**Cells coloured by class**

Drawn at 1.5 px/µm.
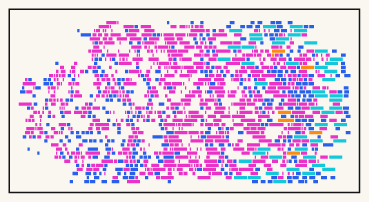
**Ports around the boundary**

Drawn at 2 px/µm. Pins as bars across the die edge, other pins in grey.
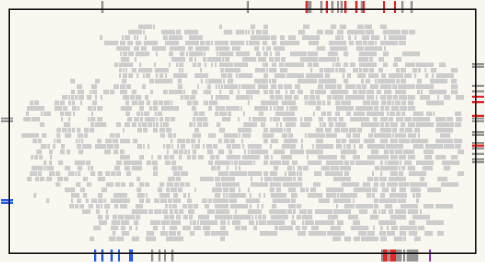
**Cell area per tile**

Drawn at 2 px/µm. The die is cut into 23 by 12 equal tiles; black is low, pale yellow is high, 0 to 100% covered.
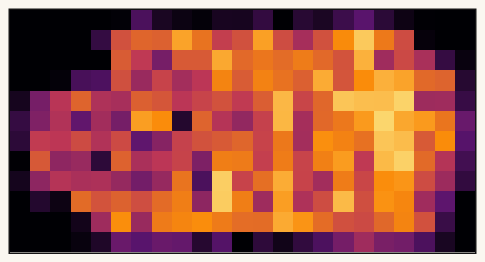
**Clock wiring as the flow saved it**

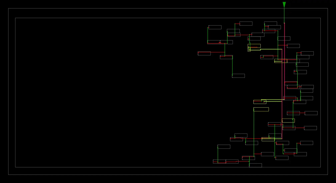
==> config.mk <==
export PLATFORM = sky130hd
export DESIGN_NAME = hlr_bm2_mult
export DESIGN_NICKNAME = d
export VERILOG_FILES = /design/src/rtl/hlr_bm2_pkg.sv /design/src/rtl/hlr_bm2_mult_booth_r8_enc.sv /design/src/rtl/hlr_bm2_mult.sv
export SDC_FILE = /design/constraint.sdc
export NUM_CORES = 1
export LEC_CHECK = 0
export CAP_MARGIN = 10
export CORE_ASPECT_RATIO = 0.5
export CORE_MARGIN = 5
export CORE_UTILIZATION = 30
export CTS_CLUSTER_SIZE = 8
export DETAILED_ROUTE_END_ITERATION = 12
export PLACE_DENSITY = 0.45
export SLEW_MARGIN = 10
export SYNTH_ARGS = -nofsm -noshare
export SYNTH_HDL_FRONTEND = slang
export SYNTH_SLANG_ARGS = --single-unit
export TNS_END_PERCENT = 100
==> constraint.sdc <==
create_clock -name i_clk -period 1.9 [get_ports i_clk]
set_clock_uncertainty 0.15 [all_clocks]
set_input_delay 0.38 -clock i_clk [delete_from_list [all_inputs] [get_ports i_clk]]
set_output_delay 0.38 -clock i_clk [all_outputs]
set_load 0.03 [all_outputs]
==> src/rtl/hlr_bm2_pkg.sv <==
// hlr_bm2 shared widths and types.
// Radix-8 Booth approximate multiplier.
package hlr_bm2_pkg;

  localparam int IN_W     = 8;
  localparam int OUT_W    = 16;
  localparam int PP_W     = 10;
  localparam int N_DIGITS = 3;

  typedef logic signed [3:0]      booth_digit_t;
  typedef logic signed [PP_W-1:0] pp_t;
  typedef logic signed [OUT_W-1:0] wide_t;

  typedef struct packed {
    logic       neg;
    logic [2:0] mag;
  } booth_sel_t;

  function automatic pp_t sext_pp(
    input logic [IN_W-1:0] v
  );
    return {{(PP_W-IN_W){v[IN_W-1]}}, v};
  endfunction

  function automatic wide_t sext_wide(
    input pp_t v
  );
    return {{(OUT_W-PP_W){v[PP_W-1]}}, v};
  endfunction

endpackage

==> src/rtl/hlr_bm2_mult_booth_r8_enc.sv <==
// Radix-8 Booth recoder: 4-bit window of y
// to a sign/magnitude digit in -4..4.
module booth_r8_enc
  import hlr_bm2_pkg::*;
(
  input  logic [3:0] i_win,
  output booth_sel_t o_sel
);

  booth_digit_t w_hi;
  booth_digit_t w_lo1;
  booth_digit_t w_lo0;
  booth_digit_t w_d;

  // -4*w3 + 2*w2 as a signed 4-bit value
  assign w_hi  = {i_win[3], i_win[3], i_win[2], 1'b0};
  assign w_lo1 = booth_digit_t'({3'b000, i_win[1]});
  assign w_lo0 = booth_digit_t'({3'b000, i_win[0]});
  assign w_d   = w_hi + w_lo1 + w_lo0;

  assign o_sel.neg = w_d[3];
  assign o_sel.mag = w_d[3] ? (3'b000 - w_d[2:0])
                            : w_d[2:0];

endmodule

==> src/rtl/hlr_bm2_mult.sv <==
// Signed 8x8 approximate radix-8 Booth multiplier
// with registered exact product and error.
module hlr_bm2_mult
  import hlr_bm2_pkg::*;
(
  input  logic             i_clk,
  input  logic             i_rst_n,
  input  logic             i_valid,
  input  logic [IN_W-1:0]  i_a,
  input  logic [IN_W-1:0]  i_b,
  output logic             o_valid,
  output logic [OUT_W-1:0] o_z,
  output logic [OUT_W-1:0] o_z_exact,
  output logic [OUT_W-1:0] o_err
);

  logic [3*N_DIGITS:0] w_ye;
  booth_sel_t          w_sel  [N_DIGITS];
  pp_t                 w_mag  [N_DIGITS];
  wide_t               w_term [N_DIGITS];

  pp_t   w_x1;
  pp_t   w_x2;
  pp_t   w_x4;
  pp_t   w_a3;
  wide_t w_z;
  wide_t w_ae;
  wide_t w_be;
  wide_t w_ze;
  wide_t w_err;

  logic  r_valid;
  wide_t r_z;
  wide_t r_ze;
  wide_t r_err;

  // y sign-extended to 9 bits with y[-1]=0 at bit 0
  assign w_ye = {i_b[IN_W-1], i_b, 1'b0};

  for (genvar g = 0; g < N_DIGITS; g++) begin : g_enc
    booth_r8_enc u_enc (
      .i_win (w_ye[3*g+3:3*g]),
      .o_sel (w_sel[g])
    );
  end

  assign w_x1 = sext_pp(i_a);
  assign w_x2 = w_x1 <<< 1;
  assign w_x4 = w_x1 <<< 2;

  // 3x with the carry out of bit 1 dropped
  assign w_a3[1:0] = w_x2[1:0] | w_x1[1:0];
  assign w_a3[9:2] = w_x2[9:2] + w_x1[9:2];

  always_comb begin
    for (int k = 0; k < N_DIGITS; k++) begin
      w_mag[k] = '0;
      unique case (1'b1)
        (w_sel[k].mag == 3'd1): w_mag[k] = w_x1;
        (w_sel[k].mag == 3'd2): w_mag[k] = w_x2;
        (w_sel[k].mag == 3'd3): w_mag[k] = w_a3;
        (w_sel[k].mag == 3'd4): w_mag[k] = w_x4;
        default:                w_mag[k] = '0;
      endcase
    end
  end

  // Negate after widening so -4*(-128) stays +512
  always_comb begin
    for (int k = 0; k < N_DIGITS; k++) begin
      w_term[k] = sext_wide(w_mag[k]);
      if (w_sel[k].neg) begin
        w_term[k] = -sext_wide(w_mag[k]);
      end
    end
  end

  always_comb begin
    w_z = '0;
    for (int k = 0; k < N_DIGITS; k++) begin
      w_z = w_z + (w_term[k] <<< (3*k));
    end
  end

  assign w_ae  = {{(OUT_W-IN_W){i_a[IN_W-1]}}, i_a};
  assign w_be  = {{(OUT_W-IN_W){i_b[IN_W-1]}}, i_b};
  assign w_ze  = w_ae * w_be;
  assign w_err = w_z - w_ze;

  always_ff @(posedge i_clk or negedge i_rst_n) begin
    if (!i_rst_n) begin
      r_valid <= 1'b0;
      r_z     <= '0;
      r_ze    <= '0;
      r_err   <= '0;
    end else begin
      r_valid <= i_valid;
      if (i_valid) begin
        r_z   <= w_z;
        r_ze  <= w_ze;
        r_err <= w_err;
      end
    end
  end

  assign o_valid   = r_valid;
  assign o_z       = r_z;
  assign o_z_exact = r_ze;
  assign o_err     = r_err;

endmodule

==> notes.md <==
Quick summary of the implementation run below.

Sorting the synthesis cell report by count puts at the top sky130_fd_sc_hd__inv_1. The cell sitting at the root of the clock tree is a sky130_fd_sc_hd__clkbuf_16. Leaving out fill and tap cells, the most frequent cells in the layout are sky130_fd_sc_hd__buf_4 (238), sky130_fd_sc_hd__inv_1 (81), sky130_fd_sc_hd__buf_6 (67). Sorting the synthesized cells by how often they occur yields sky130_fd_sc_hd__inv_1 (104), sky130_fd_sc_hd__nand2_1 (79), sky130_fd_sc_hd__ha_1 (73), sky130_fd_sc_hd__fa_1 (67), sky130_fd_sc_hd__xnor2_1 (53). The post-route DRC violation count is 0. The clock transition time at the flip-flop clock pins of the worst setup and hold paths came out at 0.07 ns. The final setup TNS came out at -96.63 ns. The setup slack after layout is -3.62 ns. The total half-perimeter wirelength after legalization and detailed placement came out at 20200 µm. The last element of the critical path is o_err[15].

The routed via count is 7206. The total routed wirelength is 25600 µm. Per the post-synthesis stats, the area per cell is 8.84 µm². The slowest stage of the critical path belongs to the cell sky130_fd_sc_hd__fa_1. The chip occupies 28200 µm². The register bit total from synthesis is 49. Using the TritonRoute via totals, the vias-per-cell ratio works out to 4.74. The net count of the finished layout is 1344.

On the final layout, the worst hold slack is 0.338 ns. The cell count in the Yosys report came out at 840. The final reports fail on negative setup slack.

The violation tally from detailed-route iteration zero is 236. The area added between synthesis and finish came out at 72.2%. The path class of the tightest hold or removal check is reg -> reg. The startpoint identified for the worst hold timing path is o_z_exact[14]. According to the I/O placement log, the pin count is 68.

The pin slew with the least headroom to its limit came out at 0.603 ns. Logic depth along the worst register-to-register path is recorded as 1. The number of max-cap violations is 0.

The share of the core area taken by cells at floorplan is 0.307. The chip area in the Yosys report is 7420 µm². The top flip-flop cell by instance count after synthesis is sky130_fd_sc_hd__dfrtp_1. The portion of synthesized cell area occupied by the leading cell type came out at 0.181. Setup repair after global routing could not meet its margin everywhere. The number of nets handed over by synthesis was 999. The worst hold path terminates at o_z_exact[14]. The worst endpoint required time is 1.93 ns.

The path length in cells of the critical path is 29. The critical path class is in -> reg. The flow ran to the end, but the final reports show violations. The worst slew slack as a fraction of its limit came out at 0.595. The post-cts repair resize count is 209. The final report lists the setup-violating endpoint count as 44.
## Picture notes: 'cells coloured by class'
Key: cyan = flip-flops [cells 49, share of their area 9.9%]; orange = clock drivers and dummy loads [cells 7, share of their area 1.3%]; magenta = all other logic [cells 752, share of their area 62%]; blue = other buffers and delay cells [cells 377, share of their area 27%]
post-layout util: 0.529
share of the final layout cell area in sequential cells: 0.0959
final design area excluding fillers: 12800 µm²

## Picture notes: 'ports around the boundary'
Key: blue = i_a [pins 8, direction input, edge 6 south, 2 west]; purple = o_valid [pins 1, direction output, edge south]; red = o_z_exact [pins 16, direction output, edge 7 north, 5 south, 4 east]
All pins by edge: 29 south, 18 north, 17 east, 4 west.
total of buffers placed on input and output ports: 67
vertical die dimension: 121 µm
horizontal extent of the die: 232 µm

## Picture notes: 'cell area per tile'
The densest ninth of the die: east. The emptiest ninth of the die: north-west. 14% of the tiles are nearly empty. The fullest tile reaches 91%.

## Picture notes: 'clock wiring as the flow saved it'
clock latency on the worst-skew pair: 0.29 ns
clock sink total: 49
number of flip-flops and latches: 49

## layout make-up
cell class | count | area [µm²] | share of cell area
clock inverter | 2 | 35.0 | 0.00274
multi-input combinational | 647 | 7250 | 0.567
tap | 336 | 420 | 0.0329
inverter | 105 | 413 | 0.0323
timing repair buffer | 377 | 3320 | 0.259
clock buffer | 5 | 125 | 0.00978
sequential | 49 | 1230 | 0.0959
## per-stage QoR
step	setup WS (ns)	area, µm²	utilization	std cells
after floorplan	-3.46	8270	-	840
after CTS	-3.68	12100	0.500	1507
after global routing	-3.96	12800	0.529	1521
after global placement	-4.56	10900	0.449	1449
final	-3.62	12800	0.529	1521
after detailed placement	-4.57	10900	0.449	1449
## sequential cells by signal, summed over array words and instances, names as in the netlist
register,cells
o_z,16
o_valid,1
o_err,16
o_z_exact,16
## metal layers
metal | GRT usage | vias to the layer above | wire length (µm)
met2 | 0.283 | 97 | 11200
met1 | 0.274 | 3561 | 13400
li1 | - | 3533 | -
met3 | 0.0119 | 15 | 687
met5 | 0 | - | 0
met4 | 0.0269 | 0 | 229
## logic make-up (layout without fill, tap and decap cells)
| logic type | count (synthesis) | count (layout) | synth area share |
|---|---|---|---|
| buffers and inverters | 144 | 489 | 0.0740 |
| adder cells (fa/ha/maj) | 140 | 140 | 0.304 |
| AND/OR/NAND/NOR | 223 | 223 | 0.148 |
| AND-OR/OR-AND | 175 | 175 | 0.165 |
| XOR/XNOR | 72 | 72 | 0.0870 |
| flip-flops | 49 | 49 | 0.165 |
| multiplexers | 37 | 37 | 0.0568 |
## tightest hold or removal path, stage by stage (launching register included)
cell,delay [ns]
sky130_fd_sc_hd__dfrtp_1,0.35
sky130_fd_sc_hd__nand2_1,0.06
sky130_fd_sc_hd__o21ai_2,0.05
